`src/rtl/led_band_pkg.sv`:
```
`default_nettype none
// ============================================================================
// Module      : led_band_pkg
// Description : Shared state encoding and LED-driver command lengths for the
//               LED band sequencer.
// Revision    : 1.0 - initial release
// ============================================================================
package led_band_pkg;

  // Sequencer states.
  typedef enum logic [2:0] {
    ST_IDLE     = 3'd0,
    ST_GS_SHIFT = 3'd1,
    ST_FC_EN    = 3'd2,
    ST_FC_SHIFT = 3'd3,
    ST_DONE     = 3'd4
  } state_e;

  localparam int NB_COLORS   = 3;   // colors shifted per LED row
  localparam int WRTGS_LAT   = 1;   // LAT pulses closing each non-final row
  localparam int LATGS_LAT   = 3;   // LAT pulses closing the final row
  localparam int FCWRTEN_LEN = 15;  // FC write-enable command length
  localparam int WRTFC_LEN   = 48;  // FC data shift length
  localparam int WRTFC_LAT   = 5;   // LAT pulses closing the FC data shift

endpackage
`default_nettype wire

```
`src/rtl/led_band_sclk_gen.sv`:
```
`default_nettype none
// ============================================================================
// Module      : led_band_sclk_gen
// Description : Shift clock generator. While run_i is high it emits symbols of
//               CLK_DIV low cycles followed by CLK_DIV high cycles, plus
//               strobes flagging the cycle before SCLK rises / falls.
// Revision    : 1.0 - initial release
// ============================================================================
module led_band_sclk_gen #(
  parameter int CLK_DIV = 2
) (
  input  logic clk,
  input  logic rst,
  input  logic run_i,
  output logic sclk_o,
  output logic rise_o,
  output logic fall_o
);

  localparam int CNT_W = $clog2(2 * CLK_DIV);
  localparam logic [CNT_W-1:0] HIGH_START = CNT_W'(CLK_DIV);
  localparam logic [CNT_W-1:0] RISE_AT    = CNT_W'(CLK_DIV - 1);
  localparam logic [CNT_W-1:0] CNT_LAST   = CNT_W'(2 * CLK_DIV - 1);

  logic [CNT_W-1:0] cnt_q, cnt_d;
  logic             sclk_q, sclk_d;

  // Phase counter restarts whenever the generator is idle so every sequence
  // begins with a full low phase.
  always_comb begin
    cnt_d = '0;
    if (run_i && (cnt_q != CNT_LAST)) begin
      cnt_d = cnt_q + 1'b1;
    end
    sclk_d = run_i && (cnt_d >= HIGH_START);
  end

  // Phase counter and glitch-free registered SCLK level.
  always_ff @(posedge clk or posedge rst) begin
    if (rst) begin
      cnt_q  <= '0;
      sclk_q <= 1'b0;
    end else begin
      cnt_q  <= cnt_d;
      sclk_q <= sclk_d;
    end
  end

  assign sclk_o = sclk_q;
  assign rise_o = run_i && (cnt_q == RISE_AT);
  assign fall_o = run_i && (cnt_q == CNT_LAST);

endmodule
`default_nettype wire

```
`src/rtl/led_band_sequencer.sv`:
```
`default_nettype none
// ============================================================================
// Module      : led_band_sequencer
// Description : Drives the SCLK/LAT serial interface of an LED driver chain.
//               An angle tick shifts one grayscale frame (rows x colors x
//               bits, MSB first); an FC request issues the FC write-enable
//               and FC data commands. Requests are held in one-deep pending
//               flags, FC wins arbitration.
// Revision    : 1.0 - initial release
// ============================================================================
module led_band_sequencer #(
  parameter int NB_LED_ROWS       = 32,
  parameter int NB_ANGLES         = 128,
  parameter int COLOR_DATA_WIDTH  = 8,
  parameter int NB_ADDED_LSB_BITS = 1,
  parameter int CLK_DIV           = 2
) (
  input  logic                                                clk,
  input  logic                                                rst,
  input  logic                                                enable,
  input  logic                                                angle_tick,
  input  logic [$clog2(NB_ANGLES)-1:0]                        angle_in,
  input  logic                                                fc_req,
  output logic                                                SCLK,
  output logic                                                LAT,
  output logic [$clog2(NB_ANGLES)-1:0]                        angle,
  output logic [$clog2(NB_LED_ROWS)-1:0]                      led_row,
  output logic [1:0]                                          color,
  output logic [$clog2(COLOR_DATA_WIDTH+NB_ADDED_LSB_BITS)-1:0] bit_sel,
  output logic                                                busy,
  output logic                                                frame_done,
  output logic                                                fc_done,
  output logic                                                overrun
);

  import led_band_pkg::*;

  localparam int BITS    = COLOR_DATA_WIDTH + NB_ADDED_LSB_BITS;
  localparam int ANGLE_W = $clog2(NB_ANGLES);
  localparam int ROW_W   = $clog2(NB_LED_ROWS);
  localparam int BIT_W   = $clog2(BITS);
  localparam int FC_W    = $clog2(WRTFC_LEN);

  localparam logic [ROW_W-1:0] LAST_ROW        = ROW_W'(NB_LED_ROWS - 1);
  localparam logic [BIT_W-1:0] TOP_BIT         = BIT_W'(BITS - 1);
  localparam logic [1:0]       LAST_COLOR      = 2'(NB_COLORS - 1);
  localparam logic [BIT_W-1:0] WRTGS_B         = BIT_W'(WRTGS_LAT);
  localparam logic [BIT_W-1:0] LATGS_B         = BIT_W'(LATGS_LAT);
  localparam logic [FC_W-1:0]  FCWRTEN_LAST    = FC_W'(FCWRTEN_LEN - 1);
  localparam logic [FC_W-1:0]  WRTFC_LAST      = FC_W'(WRTFC_LEN - 1);
  localparam logic [FC_W-1:0]  WRTFC_LAT_FIRST = FC_W'(WRTFC_LEN - WRTFC_LAT);

  state_e             state_q;
  logic [ANGLE_W-1:0] angle_q, angle_pend_q;
  logic [ROW_W-1:0]   row_q;
  logic [1:0]         color_q;
  logic [BIT_W-1:0]   bit_q;
  logic [FC_W-1:0]    fc_cnt_q, fc_cnt_d;
  logic               lat_q, busy_q, frame_done_q, fc_done_q, overrun_q;
  logic               tick_pend_q, fc_pend_q, armed_q;

  logic               take_fc, take_gs, tick_accept;
  logic               tick_pend_d, fc_pend_d, overrun_d;
  logic [ROW_W-1:0]   row_d;
  logic [1:0]         color_d;
  logic [BIT_W-1:0]   bit_d;
  logic               gs_last;
  logic               run, sclk, sclk_rise, sclk_fall, sym_adv;

  // LAT level for a grayscale symbol: WRTGS closes ordinary rows, LATGS
  // closes the last row of the frame.
  function automatic logic gs_lat(input logic [ROW_W-1:0] row,
                                  input logic [1:0]       col,
                                  input logic [BIT_W-1:0] b);
    if (col != LAST_COLOR) return 1'b0;
    if (row == LAST_ROW)   return (b < LATGS_B);
    return (b < WRTGS_B);
  endfunction

  assign run = (state_q == ST_GS_SHIFT) || (state_q == ST_FC_EN) ||
               (state_q == ST_FC_SHIFT);

  led_band_sclk_gen #(
    .CLK_DIV (CLK_DIV)
  ) u_sclk_gen (
    .clk    (clk),
    .rst    (rst),
    .run_i  (run),
    .sclk_o (sclk),
    .rise_o (sclk_rise),
    .fall_o (sclk_fall)
  );

  // A symbol only advances once its rising edge has actually been issued.
  assign sym_adv  = sclk_fall && armed_q;
  assign fc_cnt_d = fc_cnt_q + 1'b1;

  // Request arbitration and pending-flag bookkeeping; a request arriving in
  // the cycle its pending flag is consumed is kept, not counted as overrun.
  always_comb begin
    take_fc     = (state_q == ST_IDLE) && enable && fc_pend_q;
    take_gs     = (state_q == ST_IDLE) && enable && !fc_pend_q && tick_pend_q;
    tick_accept = angle_tick && (!tick_pend_q || take_gs);
    overrun_d   = angle_tick && tick_pend_q && !take_gs;
    tick_pend_d = tick_accept || (tick_pend_q && !take_gs);
    fc_pend_d   = fc_req || (fc_pend_q && !take_fc);
  end

  // Next grayscale position: bit counts down, then color, then row; the
  // final symbol saturates and raises gs_last instead of wrapping.
  always_comb begin
    row_d   = row_q;
    color_d = color_q;
    bit_d   = bit_q;
    gs_last = 1'b0;
    if (bit_q != '0) begin
      bit_d = bit_q - 1'b1;
    end else if (color_q != LAST_COLOR) begin
      color_d = color_q + 1'b1;
      bit_d   = TOP_BIT;
    end else if (row_q != LAST_ROW) begin
      row_d   = row_q + 1'b1;
      color_d = '0;
      bit_d   = TOP_BIT;
    end else begin
      gs_last = 1'b1;
    end
  end

  // Sequencer FSM with registered outputs.
  always_ff @(posedge clk or posedge rst) begin
    if (rst) begin
      state_q      <= ST_IDLE;
      angle_q      <= '0;
      angle_pend_q <= '0;
      row_q        <= '0;
      color_q      <= '0;
      bit_q        <= '0;
      fc_cnt_q     <= '0;
      lat_q        <= 1'b0;
      busy_q       <= 1'b0;
      frame_done_q <= 1'b0;
      fc_done_q    <= 1'b0;
      overrun_q    <= 1'b0;
      tick_pend_q  <= 1'b0;
      fc_pend_q    <= 1'b0;
      armed_q      <= 1'b0;
    end else begin
      tick_pend_q  <= tick_pend_d;
      fc_pend_q    <= fc_pend_d;
      overrun_q    <= overrun_d;
      frame_done_q <= 1'b0;
      fc_done_q    <= 1'b0;
      if (tick_accept) angle_pend_q <= angle_in;
      if (sym_adv) begin
        armed_q <= 1'b0;
      end else if (sclk_rise) begin
        armed_q <= 1'b1;
      end

      case (state_q)
        ST_IDLE: begin
          if (take_fc) begin
            state_q  <= ST_FC_EN;
            busy_q   <= 1'b1;
            row_q    <= '0;
            color_q  <= '0;
            bit_q    <= '0;
            fc_cnt_q <= '0;
            lat_q    <= 1'b1;
          end else if (take_gs) begin
            state_q <= ST_GS_SHIFT;
            busy_q  <= 1'b1;
            angle_q <= angle_pend_q;
            row_q   <= '0;
            color_q <= '0;
            bit_q   <= TOP_BIT;
            lat_q   <= gs_lat('0, '0, TOP_BIT);
          end
        end

        ST_GS_SHIFT: begin
          if (sym_adv) begin
            if (gs_last) begin
              state_q      <= ST_DONE;
              lat_q        <= 1'b0;
              frame_done_q <= 1'b1;
            end else begin
              row_q   <= row_d;
              color_q <= color_d;
              bit_q   <= bit_d;
              lat_q   <= gs_lat(row_d, color_d, bit_d);
            end
          end
        end

        ST_FC_EN: begin
          if (sym_adv) begin
            if (fc_cnt_q == FCWRTEN_LAST) begin
              state_q  <= ST_FC_SHIFT;
              fc_cnt_q <= '0;
              lat_q    <= 1'b0;
            end else begin
              fc_cnt_q <= fc_cnt_d;
            end
          end
        end

        ST_FC_SHIFT: begin
          if (sym_adv) begin
            if (fc_cnt_q == WRTFC_LAST) begin
              state_q   <= ST_DONE;
              lat_q     <= 1'b0;
              fc_done_q <= 1'b1;
            end else begin
              fc_cnt_q <= fc_cnt_d;
              lat_q    <= (fc_cnt_d >= WRTFC_LAT_FIRST);
            end
          end
        end

        ST_DONE: begin
          state_q <= ST_IDLE;
          busy_q  <= 1'b0;
        end

        default: begin
          state_q <= ST_IDLE;
          busy_q  <= 1'b0;
          lat_q   <= 1'b0;
        end
      endcase
    end
  end

  assign SCLK       = sclk;
  assign LAT        = lat_q;
  assign angle      = angle_q;
  assign led_row    = row_q;
  assign color      = color_q;
  assign bit_sel    = bit_q;
  assign busy       = busy_q;
  assign frame_done = frame_done_q;
  assign fc_done    = fc_done_q;
  assign overrun    = overrun_q;

endmodule
`default_nettype wire

```
`config.mk`:
```
export PLATFORM = sky130hd
export DESIGN_NAME = led_band_sequencer
export DESIGN_NICKNAME = d
export VERILOG_FILES = /design/src/rtl/led_band_pkg.sv /design/src/rtl/led_band_sclk_gen.sv /design/src/rtl/led_band_sequencer.sv
export SDC_FILE = /design/constraint.sdc
export NUM_CORES = 1
export LEC_CHECK = 0
export ABC_CLOCK_PERIOD_IN_PS = 4300
export CORE_MARGIN = 4
export CORE_UTILIZATION = 40
export DETAILED_ROUTE_END_ITERATION = 10
export MAX_ROUTING_LAYER = met4
export PLACE_DENSITY = 0.7
export SLEW_MARGIN = 20
export SYNTH_ARGS = -nofsm -noshare
export SYNTH_HDL_FRONTEND = slang
export SYNTH_SLANG_ARGS = --single-unit
```
`constraint.sdc`:
```
create_clock -name clk -period 4.3 [get_ports clk]
set_clock_uncertainty 0.2 [all_clocks]
set_input_delay 0.645 -clock clk [delete_from_list [all_inputs] [get_ports clk]]
set_output_delay 0.645 -clock clk [all_outputs]
set_load 0.005 [all_outputs]
```
==> notes.md, run 1 <==
Implementation status.

- The run finished with clean final reports.
- Leaving out filler cells and counting taps, the final layout contains 357.
- The routed metal-1 wirelength is 2.59 mm.
- In this run, the synthesized area fraction spent on AND-OR/OR-AND gates is recorded as 0.227.
- In this run, the synthesized area fraction spent on adder and majority cells is recorded as 0.0295.
- The synthesized netlist net count is 265.
- The post-route fraction of the period consumed by the critical path is 0.568.
- Detailed placement ended at an HPWL of 3.83 mm.
- The mean area per synthesized cell is 10.3 µm².
- The number of global-route vias before repair is 1914.
- The endpoint arrival time on the critical path is 2420 ps.
- The number of gates resized after cts is 0.
- The worst register-to-register path has a setup slack of 1860 ps.
- Looking at the group totals, the largest power group turns out to be sequential cells.
- The slowest stage cell on the critical path is or3b_1.
- Once the clock tree was built, the setup fixing pass inserted 0 buffers.
- The met2 usage in global routing is 0.221.
- Per the TritonCTS log, the buffer count is 5.
- Per Yosys stat, the portion of area used by sequential elements is 0.442.
- The power report attributes to the combinational group a share of 0.034.
- The area of the die is 0.00770 mm².
- The flow measured a signed area growth from synthesis to layout of 20.4%.
- The width of the die is 87.8 µm.
- Including well taps, the total number of placed cells is 349.
- Routing resource usage on met1 recorded by global route was 0.215.
- The launch point of the critical path was reported as bit_sel[0].
- The startpoint-to-endpoint class of the critical path is flop to flop.
- The number of antenna violations at the first check in global routing was 0.
- For the clock group, total power comes out at 0.340 mW.
- Along the worst hold path, the cell count comes to 1.
- Max-slew check failures listed in the final report amount to 0.
- The per-cell via count in the routed design is 5.52.
- Per the cell usage report, the commonest logic cells after layout are dfrtp_1, clkdlybuf4s50_1, nand2_1, o21ai_0, mux2_2.
- Summed over all nets, wire length on met2 after detailed routing comes to 2.34 mm.
- The commonest register cell is dfrtp_1.
- The worst setup timing slack at the placement stage is 1850 ps.
- The xor/xnor share of the synthesized area is 0.00344.
- The highest metal layer with signal wires is met4.
- In the final layout, the share of cells above drive strength 1 is 0.163.
- The clock sink count is 45.
- The endpoint of the worst hold-timing path is u_sclk_gen.cnt_q[0].
- For this run, global-route usage on met3 was measured as 0.0433.
- The transition time recorded at the tightest slew-check pin is 935 ps.
- The number of synthesized register bits is 45.
- The number of cells on the worst reg-to-reg path is 7.
- The buffer levels on the longest clock path is 2.
- The report lists the power per cell area as 262 mW/mm².
- The number of cells reported by Yosys stat comes to 247.
- The mapped netlist covers 0.00254 mm².
- During I/O placement, the number of pins put on the boundary was 36.
- In the synthesized netlist the async set-or-reset flop fraction comes to 1.00.
- The library cell used as clock root buffer is clkbuf_8.
- In the final timing run, aggregate negative setup slack is 0 ps.
- The clock period could shrink to 2440 ps.
- The final RePlAce weighted congestion is 0.874.
- STA classifies the critical path startpoint as a flop.
- The clock network latency to the later pin of the worst-skew pair is 300 ps.
- The routed wire length is 5.31 mm.
- For this run, the slowest stage of the critical path takes 560 ps.
- The static power due to leakage is 1.25 nW.
- Synthesis handed over a netlist of 247 instances.
- In this run the most critical hold path is launched from u_sclk_gen.cnt_q[0].
- Summed over all nets, wire length on met3 after detailed routing comes to 325 µm.
- The total number of placement rows is 28.
- The total of max-cap violations is 0.
- The post-synth tally of flip-flops with integrated enable is 0.
- The first-pass GRT wire length is 9.15 mm.
- The global routing usage summed across all routing layers is 0.154.
- For reference, the final report shows the hold violation count at 0.
- The worst hold margin is 280 ps.
- Per the OpenROAD power report, switching power amounts to 0.166 mW.
- The pin count of the biggest net entering global routing is 46.
- The most frequently placed logic cell in the final layout is dfrtp_1.
- The netlist uses 58 different library cells.
- The core occupancy in the finished layout is 0.505.
- For this run, the detailed router's first-pass iteration total came to 4.
- The number of nets with antenna violations after detailed routing is 0.
- The start of the worst register-to-register path is bit_sel[0].
- The post-placement cell area is 0.00294 mm².
- The maximum clock frequency is 409 MHz.
- Counting the fill cells in the layout gives 559.
- The dominant combinational cell family by area after synthesis is AND-OR/OR-AND gates.
- Per the GRT congestion report, total overflow comes to 0.
- The region available for standard cell placement spans 0.00606 mm².
- The tightest min-delay check is of the flop to flop type.
- The worst-case IR drop observed on VDD is 0.181 mV.
- The number of nets in the layout is 299.
- The power consumed by combinational cells is 0.0274 mW.
- Warnings raised by the tools during the run amount to 28.
- The initial detailed-routing violation count is 116.
- TritonCTS built the clock tree.
- The signal on the critical path passes through inv_1, ha_1, or3b_1, o31ai_4, a21oi_2, a31oi_1, a21oi_1.
- For this configuration, the core starts out at a cell density of 0.420.
- The simple-gate share of the synthesized area is 0.201.
- Warnings reported by Yosys during synthesis add up to 0.
- The H-tree was split into 2 levels.
- The chip area from the yosys synthesis statistics is 0.00254 mm².
- The number of port buffers is 35.
- The post-cts hold buffer count is 0.
- The smallest setup slack after layout is 1860 ps.
- For this run, the script counts the antenna cells in the layout as 0.
- The cell-internal power is 0.635 mW.
- The y dimension of the die is 87.8 µm.
- The share of total power dissipated in sequential elements is 0.542.
- Total power for the finished layout comes to 0.801 mW.
- The share of total power dissipated in the clock network is 0.424.
- Per the timing report, the most critical flop-to-flop path finishes at led_row[2].
- The fraction of power spent switching nets is 0.207.
- Setup repair after global routing left no endpoint under its margin.
- After clock tree synthesis, the clock-pin slew on the worst setup and hold paths is 90 ps.
- Summing over every cut layer, the via total after detailed routing is 1970.
- After detailed routing, the average wire length per cell comes to 14.9 µm.
- The final report lists the setup-violating endpoint count as 0.
- STA lists the maximum fanout along the critical path as 9.
- Measured against its own limit, the worst slew margin works out to 0.376.
- After routing the design area is 0.00306 mm².
- At the worst endpoint, the required time is 4280 ps.
- The layer flagged by global routing as most heavily used is met2.
- The critical path capture point type is a flop.
- The mux share of post-synthesis cell area is 0.0619.
- According to the timing report, the critical path is captured at led_row[2].
- The DRC violation count after routing is 0.
run 1: Yosys cell counts (all sizes together), types with 2 or more instances:
master    n  area (µm²)
and2b     3        22.5
dfrtp    45        1130
or2       2        12.5
nor3      6        52.6
o311ai    3        51.3
nand2    25        93.8
nor3b     2        25.0
mux2     14         158
nand4     2        27.5
a31oi     9        62.6
o31ai     7        80.1
nor2     13        51.3
buf       8        46.3
and2      3        18.8
inv      11        41.3
or3b      2        20.0
nand2b    4        25.0
o21ai    22         118
nor2b     5        31.3
o41ai     2        25.0
a32oi     2        17.5
o2111ai   2        17.5
a22o      2        17.5
nand3     9        45.0
a21oi    15        82.6
a21o      2        22.5
and3      6        38.8
ha        6        75.1
a211oi    2        15.0
run 1: flip-flops by register name (all words and copies together), names as in the netlist:
signal / count
fc_cnt_q: 6
fc_done: 1
color: 2
u_sclk_gen.sclk_o: 1
frame_done: 1
u_sclk_gen.cnt_q: 2
fc_pend_q: 1
armed_q: 1
tick_pend_q: 1
overrun: 1
led_row: 5
state_q: 3
angle_pend_q: 7
busy: 1
angle: 7
bit_sel: 4
LAT: 1
run 1: worst max-delay path: cells and delay by family, from the launching register on:
family | cells | cell delay, ps
flops | 1 | 470
compound gates | 4 | 780
buf+inv | 1 | 90
fa+ha+maj | 1 | 200
simple gates | 1 | 560
run 1: cell type report:
type,count,area [µm²],area share
timing repair buffer,35,350,0.114
multi-input combinational,183,1330,0.435
tap,75,93.8,0.0306
inverter,11,41.3,0.0135
sequential,45,1130,0.368
clock buffer,6,82.6,0.0270
clock inverter,2,37.5,0.0123
run_1/wires.png
The bar under the picture is 20 µm long.
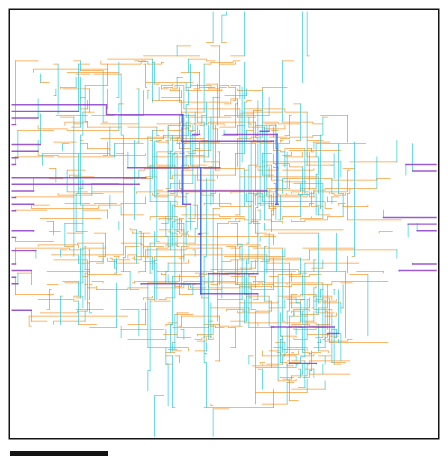
legend:
  metal 1:
    color: orange
    wire_length: 2590 µm
  metal 2:
    color: cyan
    wire_length: 2340 µm
  metal 3:
    color: purple
    wire_length: 326 µm
  metal 4:
    color: blue
    wire_length: 58.5 µm

run_1/flops_by_reg.png
Other sequential cells in the stronger gray, the rest of the logic in the fainter gray.
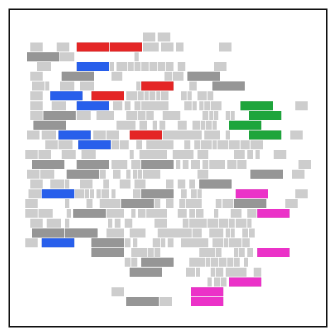
legend:
  `angle`:
    color: blue
    sequential_cells: 7
  `led_row`:
    color: red
    sequential_cells: 5
  `bit_sel`:
    color: green
    sequential_cells: 4
  `fc_cnt_q`:
    color: magenta
    sequential_cells: 6
    where: south-east
not colored: 23
sequential fraction of total cell area: 0.368
seq pwr: 0.434 mW

run_1/clk_routes.png
The bar under the picture is 20 µm long.
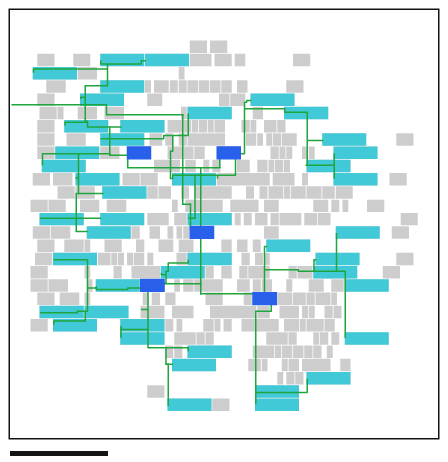
legend:
  clock wires:
    color: green
    length: 583 µm
  clock drivers:
    color: blue
    count: 5
  flip-flops:
    color: cyan
    count: 45
routed clock nets: 6
flops lie: spread over the die

==> run 1 -> run 2 <==
ABC_CLOCK_PERIOD_IN_PS = 2000   (was 4300)
PLACE_DENSITY = 0.72   (was 0.7)
clock period = 2 ns   (was 4.3 ns; I/O delays follow)
==> run 2 against run 1 <==
  * The flow now finishes with violations (setup timing)
  * Design area grew 16%
  * Largest power group unchanged
  * Combinational power increased by 150%
  * Area after synthesis did not move
  * Count of clock-buffer cells in the layout is 1 higher
  * Sequential power increased by 120%
  * Clock power grew 110%
  * Via count grew 12%
==> notes.md, run 2 <==
Implementation status.

- The core occupancy in the finished layout came to 0.585 (+0.0797).
- By instance count after routing, the leading logic cell types are dfrtp_1, buf_4, clkdlybuf4s50_1, nand2_1, mux2_2.
- The number of antenna violations at the first check in global routing is 0 (unchanged).
- The combined area of all synthesized cells is 0.00254 mm² (unchanged).
- The start of the worst register-to-register path is fc_cnt_q[0].
- The number of buffers inserted during clock tree synthesis is 5 (unchanged).
- The post-route standard cell area excluding fillers came to 0.00355 mm² (+16%).
- The maximum clock frequency is 480 MHz (+17%).
- The met2 usage in global routing came to 0.268 (+0.0473).
- The worst setup path is launched from a flop.
- The total number of placement rows is 28 (unchanged).
- The number of port buffers is 35 (unchanged).
- The number of warnings in the stage logs is 31 (+11%).
- The worst hold margin is 121 ps (-159 ps).
- The final hold violation count is 0 (unchanged).
- The routed wire length is 6.17 mm (+16%).
- The TritonCTS clock tree is yes.
- The number of global-route vias before repair came to 2142 (+12%).
- The run finished, with violations left.
- Looking at the gate-level netlist, the highest instance count belongs to dfrtp_1.
- The total of max-cap violations is 0 (unchanged).
- The global-route met3 utilization is 0.0348 (-0.00847).
- The total number of yosys warnings is 0 (unchanged).
- The most frequently placed logic cell in the final layout is dfrtp_1.
- The routed metal-1 wirelength is 2.75 mm (+6.5%).
- The buffer levels on the longest clock path is 2 (unchanged).
- The routing usage on met1 is 0.218 (+0.00303).
- The number of nets in the layout is 344 (+15%).
- The clock sink count was 45 (unchanged).
- The post-synthesis async set-or-reset flop share is 1.00 (unchanged).
- The highest fanout seen on the critical path came to 4 (-5).
- For this run, the leading register cell type out of synthesis is dfrtp_1.
- The number of H-tree branching levels is 2 (unchanged).
- The static power due to leakage was 1.49 nW (+19%).
- The synthesized instance count came to 247 (unchanged).
- The width of the die is 87.8 µm (unchanged).
- The via count came to 2203 (+12%).
- The number of detailed-route iterations in the first pass is 4 (unchanged).
- The number of top-level design ports is 36 (unchanged).
- The synthesized netlist net count is 265 (unchanged).
- The area share of the leading cell type in the synthesized netlist was 0.442 (unchanged).
- The number of library cell types mapped by synthesis is 58 (unchanged).
- The y dimension of the die was 87.8 µm (unchanged).
- The measured slew at the worst slew-check pin is 455 ps (-480 ps).
- The total power density per cell area is 485 mW/mm² (+85%).
- The worst setup path is captured at a flop.
- The cell count after placement is 386 (+11%).
- The setup TNS is -649 ps (-649 ps).
- The post-synth tally of flip-flops with integrated enable is 0 (unchanged).
- The chip area from the yosys synthesis statistics is 0.00254 mm² (unchanged).
- The total cell area at the placement stage was 0.00325 mm² (+10%).
- The power share of the clock group is 0.418 (-0.006).
- The combinational group share of total power is 0.039 (+0.005).
- The number of cells on the worst reg-to-reg path came to 7 (unchanged).
- The final non-filler cell total was 402 (+13%).
- The number of inserted filler cells in the final layout was 530 (-5.2%).
- The number of nets with antenna violations after detailed routing is 0 (unchanged).
- The area inside the core boundary is 0.00606 mm² (unchanged).
- The DRC violation count after routing was 0 (unchanged).
- The worst setup timing slack at the placement stage is -276 ps (-2120 ps).
- Setup repair after global routing could not meet its margin everywhere.
- The post-route fraction of the period consumed by the critical path is 1.04 (+0.473).
- The sum of met3 wire segment lengths after detailed routing is 361 µm (+11%).
- By area the synthesized netlist is led by dfrtp_1, mux2_2, nand2_1.
- The CTS clock-pin slew for the worst setup and hold paths is 90 ps (about the same).
- The power share of the sequential group is 0.543 (about the same).
- The switching power is 0.347 mW (+110%).
- The initial standard-cell utilization of the core is 0.420 (unchanged).
- The detailed placement HPWL came to 4.35 mm (+14%).
- By count the netlist is led by dfrtp_1, nand2_1, o21ai_0.
- The global routing usage summed across all routing layers is 0.168 (+0.0141).
- The area of the die is 0.00770 mm² (unchanged).
- The proportion of layout cells with a drive suffix above 1 is 0.343 (+0.179).
- The register area share after synthesis is 0.442 (unchanged).
- The power consumption is 1.72 mW (+110%).
- The endpoint arrival time on the critical path is 2120 ps (-300 ps).
- The endpoint of the lowest-slack register-to-register path is state_q[0].
- The fraction of power spent switching nets is 0.202 (-0.00570).
- The diode insertion count for antenna repair was 0 (unchanged).
- The endpoint required time on the critical path came to 2040 ps (-2240 ps).
- Signal nets in the final route climb as high as met4.
- The global-route layer with the greatest usage is met2.
- The global-route congestion overflow total is 0 (unchanged).
- The pin count of the biggest net entering global routing was 25 (-46%).
- The initial detailed-routing violation count was 125 (+7.8%).
- The per-cell via count in the routed design is 5.48 (-0.69%).
- The final RePlAce weighted congestion is 0.966 (+11%).
- The post-layout minimum cycle time is 2080 ps (-361 ps).
- The first-pass GRT wire length is 10.0 mm (+9.4%).
- The area overhead of the layout relative to synthesis is 39.3%.
- The startpoint-to-endpoint class of the critical path is flop to flop.
- The final reports fail on setup timing.
- The number of setup violations in the final report is 16 (+16).
- The final max-slew violation count was 0 (unchanged).
- The mean area per synthesized cell is 10.3 µm² (unchanged).
- The reg-to-reg setup timing slack is -80 ps (-1940 ps).
- The maximum vdd drop came to 0.460 mV (+150%).
- The tightest slew margin relative to the limit came to 0.696 (+0.320).
- The number of cell instances after yosys synthesis is 247 (unchanged).
- The biggest area consumer among synthesized cells is dfrtp_1.
- Per the CTS log, the root buffer master is clkbuf_8.
- The number of synthesized register bits is 45 (unchanged).
- The cell-internal power is 1.37 mW (+120%).
- The path type of the worst min-delay path is input port to async pin.
- The smallest setup slack after layout was -82.0 ps (-1940 ps).
- The length of routed met2 wiring is 2.96 mm (+27%).
- The average wire per cell in the routed design is 15.4 µm (+3.3%).
## run 2: cell counts after synthesis
No cell type changed its count.
## run 2: worst max path at each step
stage / startpoint / to / slack (ps) / cells past startpoint
final: fc_cnt_q[0] / state_q[0] / -80 / 7
after detailed placement: bit_sel[1] / led_row[0] / -280 / 8
after global routing: fc_cnt_q[0] / state_q[0] / -180 / 7
after CTS: bit_sel[0] / bit_sel[1] / -90 / 7
after floorplan: bit_sel[1] / LAT / -110 / 8
after global placement: bit_sel[1] / led_row[1] / -200 / 8
## run 2: cell families after synthesis
kind of cell | after synthesis | synth area share
compound gates | 76 | 0.227
xor+xnor | 1 | 0.00344
fa+ha+maj | 6 | 0.0295
buf+inv | 19 | 0.0344
flops | 45 | 0.442
mux | 14 | 0.0619
simple gates | 86 | 0.201
## run 2: cell type report
class	count	area, µm²	area share
clock buffer	7	86.3	0.0243
clock inverter	1	30.0	0.00847
inverter	11	41.3	0.0116
multi-input combinational	183	1450	0.408
sequential	45	1130	0.318
tap	75	93.8	0.0265
timing repair buffer	80	721	0.203
## run 2: power groups by stage
stage	clock (mW)	sequential (mW)	combinational [mW]
after detailed placement	0	0.953	0.0692
final	0.718	0.934	0.0674
after global routing	0.768	0.937	0.0755
after floorplan	0	0.950	0.0295
after global placement	0	0.951	0.0677
after CTS	0.736	0.935	0.0694
## run 2: what timing repair did
action | in CTS | in global routing
endpoints found under the setup margin | 21 | 27
hold buffers | 0 | 0
pin swaps | 13 | 10
setup buffers | 3 | 5
gates resized | 21 | 14
## run 2: worst max-delay path: stages (launching register included)
cell and delay, ps:
dfrtp_1 400, inv_1 70, ha_2 200, or3b_4 440
o311ai_4 260, o311ai_4 160, nor2_2 150, a22o_1 150
run_2/clocks.png
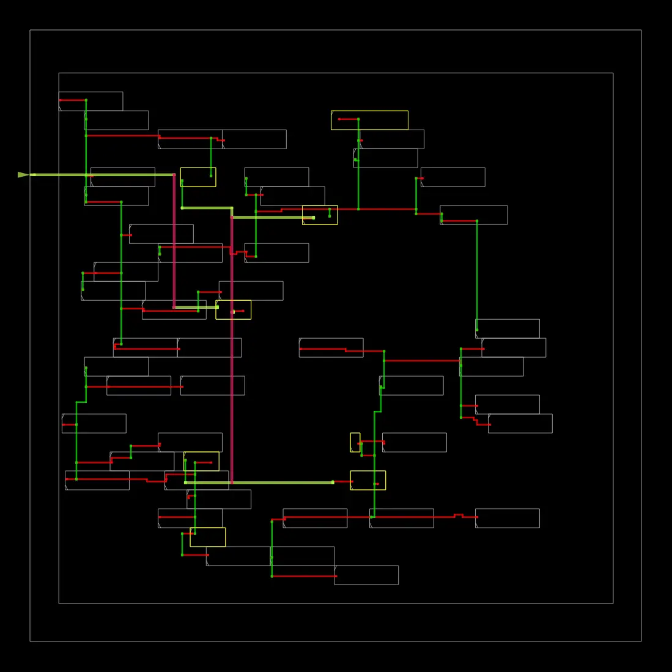
Power Clock: 0.718 mW
clock latency reported for the late side of the worst-skew pair: 300 ps

run_2/flops_by_reg.png
Other sequential cells in the stronger gray, the rest of the logic in the fainter gray.
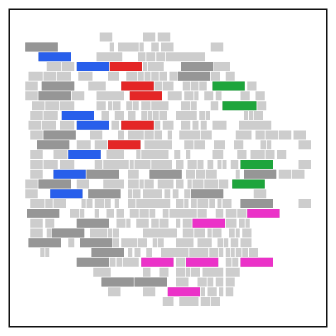
legend:
  `fc_cnt_q`:
    color: magenta
    sequential_cells: 6
  `led_row`:
    color: red
    sequential_cells: 5
    where: north
  `angle`:
    color: blue
    sequential_cells: 7
  `bit_sel`:
    color: green
    sequential_cells: 4
not colored: 23

==> run 2 -> run 3 <==
CTS_CLUSTER_DIAMETER = 80   (was default)
RECOVER_POWER = 50   (was default)
run_3/clk_routes.png
The bar under the picture is 20 µm long.
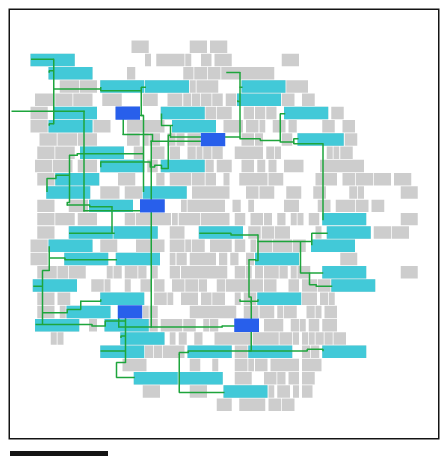
legend:
  flip-flops:
    color: cyan
    count: 45
  clock drivers:
    color: blue
    count: 5
  clock wires:
    color: green
    length: 590 µm
routed clock nets: 6
flops lie: spread over the die

==> run 3 against run 2 <==
  * Sequential cell count unchanged
  * Area after synthesis is the same
  * Largest power group unchanged
  * Combinational power is 8.2% lower
  * The run still ends with setup timing left
==> notes.md, run 3 <==
Implementation status.

- The initial detailed-routing violation count was 113 (-9.6%).
- The final RePlAce weighted congestion was 0.966 (unchanged).
- The number of inserted filler cells in the final layout was 534 (+0.75%).
- The smallest setup slack after layout came to -80.9 ps (+1.04 ps).
- The top cell type in the final layout, fill and taps aside, is dfrtp_1.
- The cell count after placement came to 386 (unchanged).
- The endpoint required time on the critical path is 2040 ps (about the same).
- The chip area from the yosys synthesis statistics was 0.00254 mm² (unchanged).
- The number of setup violations in the final report was 16 (unchanged).
- The TritonCTS clock tree is yes.
- The highest fanout seen on the critical path is 4 (unchanged).
- The biggest area consumer among synthesized cells is dfrtp_1.
- The global-route congestion overflow total is 0 (unchanged).
- The area inside the core boundary came to 0.00606 mm² (unchanged).
- The total number of placement rows is 28 (unchanged).
- The post-synthesis async set-or-reset flop share is 1.00 (unchanged).
- The maximum vdd drop was 0.460 mV (about the same).
- The routed wire length is 6.19 mm (+0.28%).
- The number of nets in the layout is 344 (unchanged).
- The post-route standard cell area excluding fillers is 0.00353 mm² (-0.53%).
- The initial standard-cell utilization of the core was 0.420 (unchanged).
- The clock sink count is 45 (unchanged).
- The pin count of the biggest net entering global routing is 25 (unchanged).
- The maximum clock frequency came to 481 MHz (about the same).
- The slowest stage cell on the critical path is or3b_4.
- The diode insertion count for antenna repair is 0 (unchanged).
- The combined area of all synthesized cells is 0.00254 mm² (unchanged).
- The commonest cells after synthesis are dfrtp_1, nand2_1, o21ai_0.
- The synthesized instance count is 247 (unchanged).
- The core occupancy in the finished layout came to 0.582 (-0.00310).
- The CTS clock-pin slew for the worst setup and hold paths is 90 ps (about the same).
- Setup repair after global routing could not meet its margin everywhere.
- The post-layout minimum cycle time is 2080 ps (-1.04 ps).
- The number of antenna violations at the first check in global routing is 0 (unchanged).
- The measured slew at the worst slew-check pin is 763 ps (+308 ps).
- By instance count after routing, the leading logic cell types are dfrtp_1, buf_4, clkdlybuf4s50_1, nand2_1, mux2_2.
- Global routing put the most usage on met2.
- The via count is 2228 (+1.1%).
- The number of port buffers came to 35 (unchanged).
- Looking at the gate-level netlist, the highest instance count belongs to dfrtp_1.
- The number of warnings in the stage logs is 31 (unchanged).
- The number of H-tree branching levels came to 2 (unchanged).
- The average wire per cell in the routed design is 15.4 µm (+0.28%).
- The total number of yosys warnings is 0 (unchanged).
- STA classifies the critical path endpoint as a flop.
- STA classifies the critical path startpoint as a flop.
- The global routing usage summed across all routing layers is 0.168 (unchanged).
- The final max-slew violation count is 0 (unchanged).
- The number of cell instances after yosys synthesis is 247 (unchanged).
- The final non-filler cell total was 402 (unchanged).
- The total of max-cap violations is 0 (unchanged).
- The main flop type is dfrtp_1.
- The clock network latency to the later pin of the worst-skew pair is 300 ps (about the same).
- The synthesized netlist net count is 265 (unchanged).
- The total cell area at the placement stage is 0.00325 mm² (unchanged).
- The endpoint arrival time on the critical path came to 2120 ps (about the same).
- Per the run report, area growth between synthesis and finish was 38.6%.
- The flow ran to the end, but the final reports show violations.
- The number of library cell types mapped by synthesis is 58 (unchanged).
- The buffer levels on the longest clock path came to 2 (unchanged).
- The routing usage on met1 is 0.218 (unchanged).
- The worst setup timing slack at the placement stage is -276 ps (unchanged).
- The number of nets with antenna violations after detailed routing is 0 (unchanged).
- The timing report shows the most common cell along the critical path to be o311ai_4.
- The critical path buffer and inverter count is 1 (unchanged).
- The y dimension of the die is 87.8 µm (unchanged).
- The number of synthesized register bits is 45 (unchanged).
- Looking at the setup timing report, the critical path kind is flop to flop.
- The DRC violation count after routing is 0 (unchanged).
- The register area share after synthesis is 0.442 (unchanged).
- In the post-synthesis netlist, the biggest area contributors are dfrtp_1, mux2_2, nand2_1.
- The worst stage delay on the critical path is 440 ps (about the same).
- The post-cts hold buffer count was 0 (unchanged).
- The proportion of layout cells with a drive suffix above 1 is 0.336 (-0.00612).
- The static power due to leakage is 1.48 nW (-0.52%).
- The global-route met3 utilization is 0.0348 (unchanged).
- The area of the die is 0.00770 mm² (unchanged).
- The area share of the leading cell type in the synthesized netlist is 0.442 (unchanged).
- The post-route fraction of the period consumed by the critical path was 1.04 (about the same).
- On the critical path the largest part of the delay comes from simple AND/OR/NAND/NOR gates.
- The met2 usage in global routing is 0.268 (unchanged).
- In this run the critical path is formed by inv_1, ha_2, or3b_4, o311ai_4, o311ai_4, nor2_2, a22o_1.
- The mean area per synthesized cell is 10.3 µm² (unchanged).
- The number of top-level design ports is 36 (unchanged).
- The tightest slew margin relative to the limit is 0.491 (-0.205).
- The final hold violation count is 0 (unchanged).
- The total power density per cell area was 487 mW/mm² (+0.40%).
- The width of the die is 87.8 µm (unchanged).
- The per-cell via count in the routed design is 5.54 (+1.1%).
- The post-synth tally of flip-flops with integrated enable came to 0 (unchanged).
- The detailed placement HPWL came to 4.35 mm (unchanged).
- The number of detailed-route iterations in the first pass is 4 (unchanged).
- The setup TNS is -624 ps (+25.5 ps).
- The checks that failed: setup timing.
- The number of global-route vias before repair is 2142 (unchanged).
- The library cell used as clock root buffer is clkbuf_8.
- The first-pass GRT wire length is 10.0 mm (unchanged).
- The path type of the worst min-delay path is flop to flop.
run_3/clocks.png
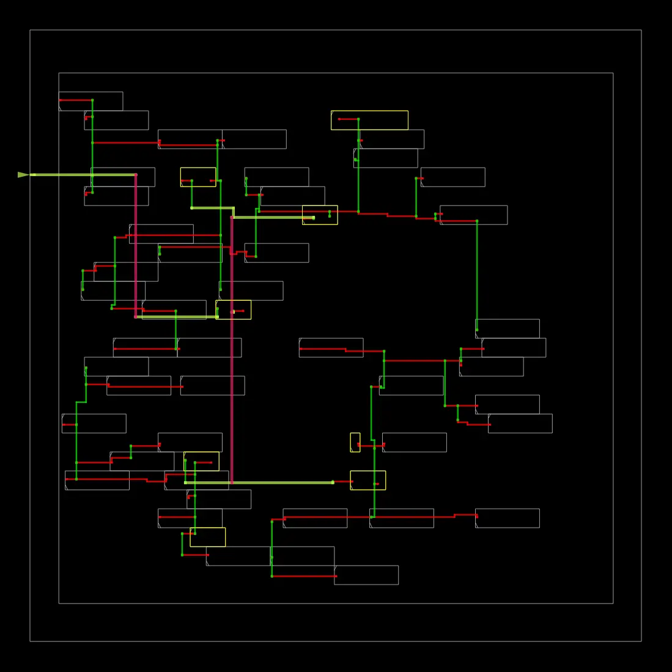
final-layout clock buffer total: 7
Power Clock: 0.721 mW
number of buffers added by the clock tree synthesis step: 5

==> run 3: cell families after synthesis <==
logic type,synth area share
AOI/OAI and AO/OA,0.227
xor gates and xnor gates,0.00344
adders and majority gates,0.0295
buffers and inverters,0.0344
DFF,0.442
muxes,0.0619
and+or+nand+nor,0.201
==> run 3: timing repair <==
item,CTS,global route
pin swaps,13,10
setup endpoints to repair,21,27
setup buffers,3,5
gates resized,21,14
==> run 3: power by group <==
part | switching [mW] | internal [mW] | leakage [nW]
registers | 0.00776 | 0.926 | 0.539
clock network | 0.314 | 0.408 | 0.0585
logic | 0.0272 | 0.0348 | 0.880
==> run 3: final cells by class <==
type,instances,area [µm²],area share
clock buffers,7,86.3,0.0245
inverters,11,41.3,0.0117
repair buffers,80,702,0.199
multi-input cells,183,1450,0.410
clock inverters,1,30.0,0.00851
well taps,75,93.8,0.0266
flip-flops and latches,45,1130,0.320
==> run 3: stage by stage <==
step                hold WS (ps)  power (mW)
CTS                          129        1.74
floorplan                    192       0.979
finish                       277        1.72
global placement             257        1.02
global route                 321        1.78
detailed placement           269        1.02
==> run 3: path summary, 6_finish.rpt <==
path | start | endpoint | slack, ps | cells after the start
setup / recovery | fc_cnt_q[0] | state_q[0] | -80 | 7
hold / removal | u_sclk_gen.cnt_q[0] | u_sclk_gen.cnt_q[0] | 280 | 1
setup reg to reg | fc_cnt_q[0] | state_q[0] | -80 | 7
hold reg to reg | u_sclk_gen.cnt_q[0] | u_sclk_gen.cnt_q[0] | 280 | 1
max in group asynchronous | rst | u_sclk_gen.sclk_o | 240 | 3
min in group asynchronous | rst | state_q[1] | 370 | 2
==> run 3: layer usage <==
metal / vias to the layer above / routed length [µm]
met1: 1071 / 2740
met2: 73 / 2960
met4: 0 / 114
li1: 1073 / -
met5: - / 0
met3: 11 / 378
Power and IR drop assume default switching activity.
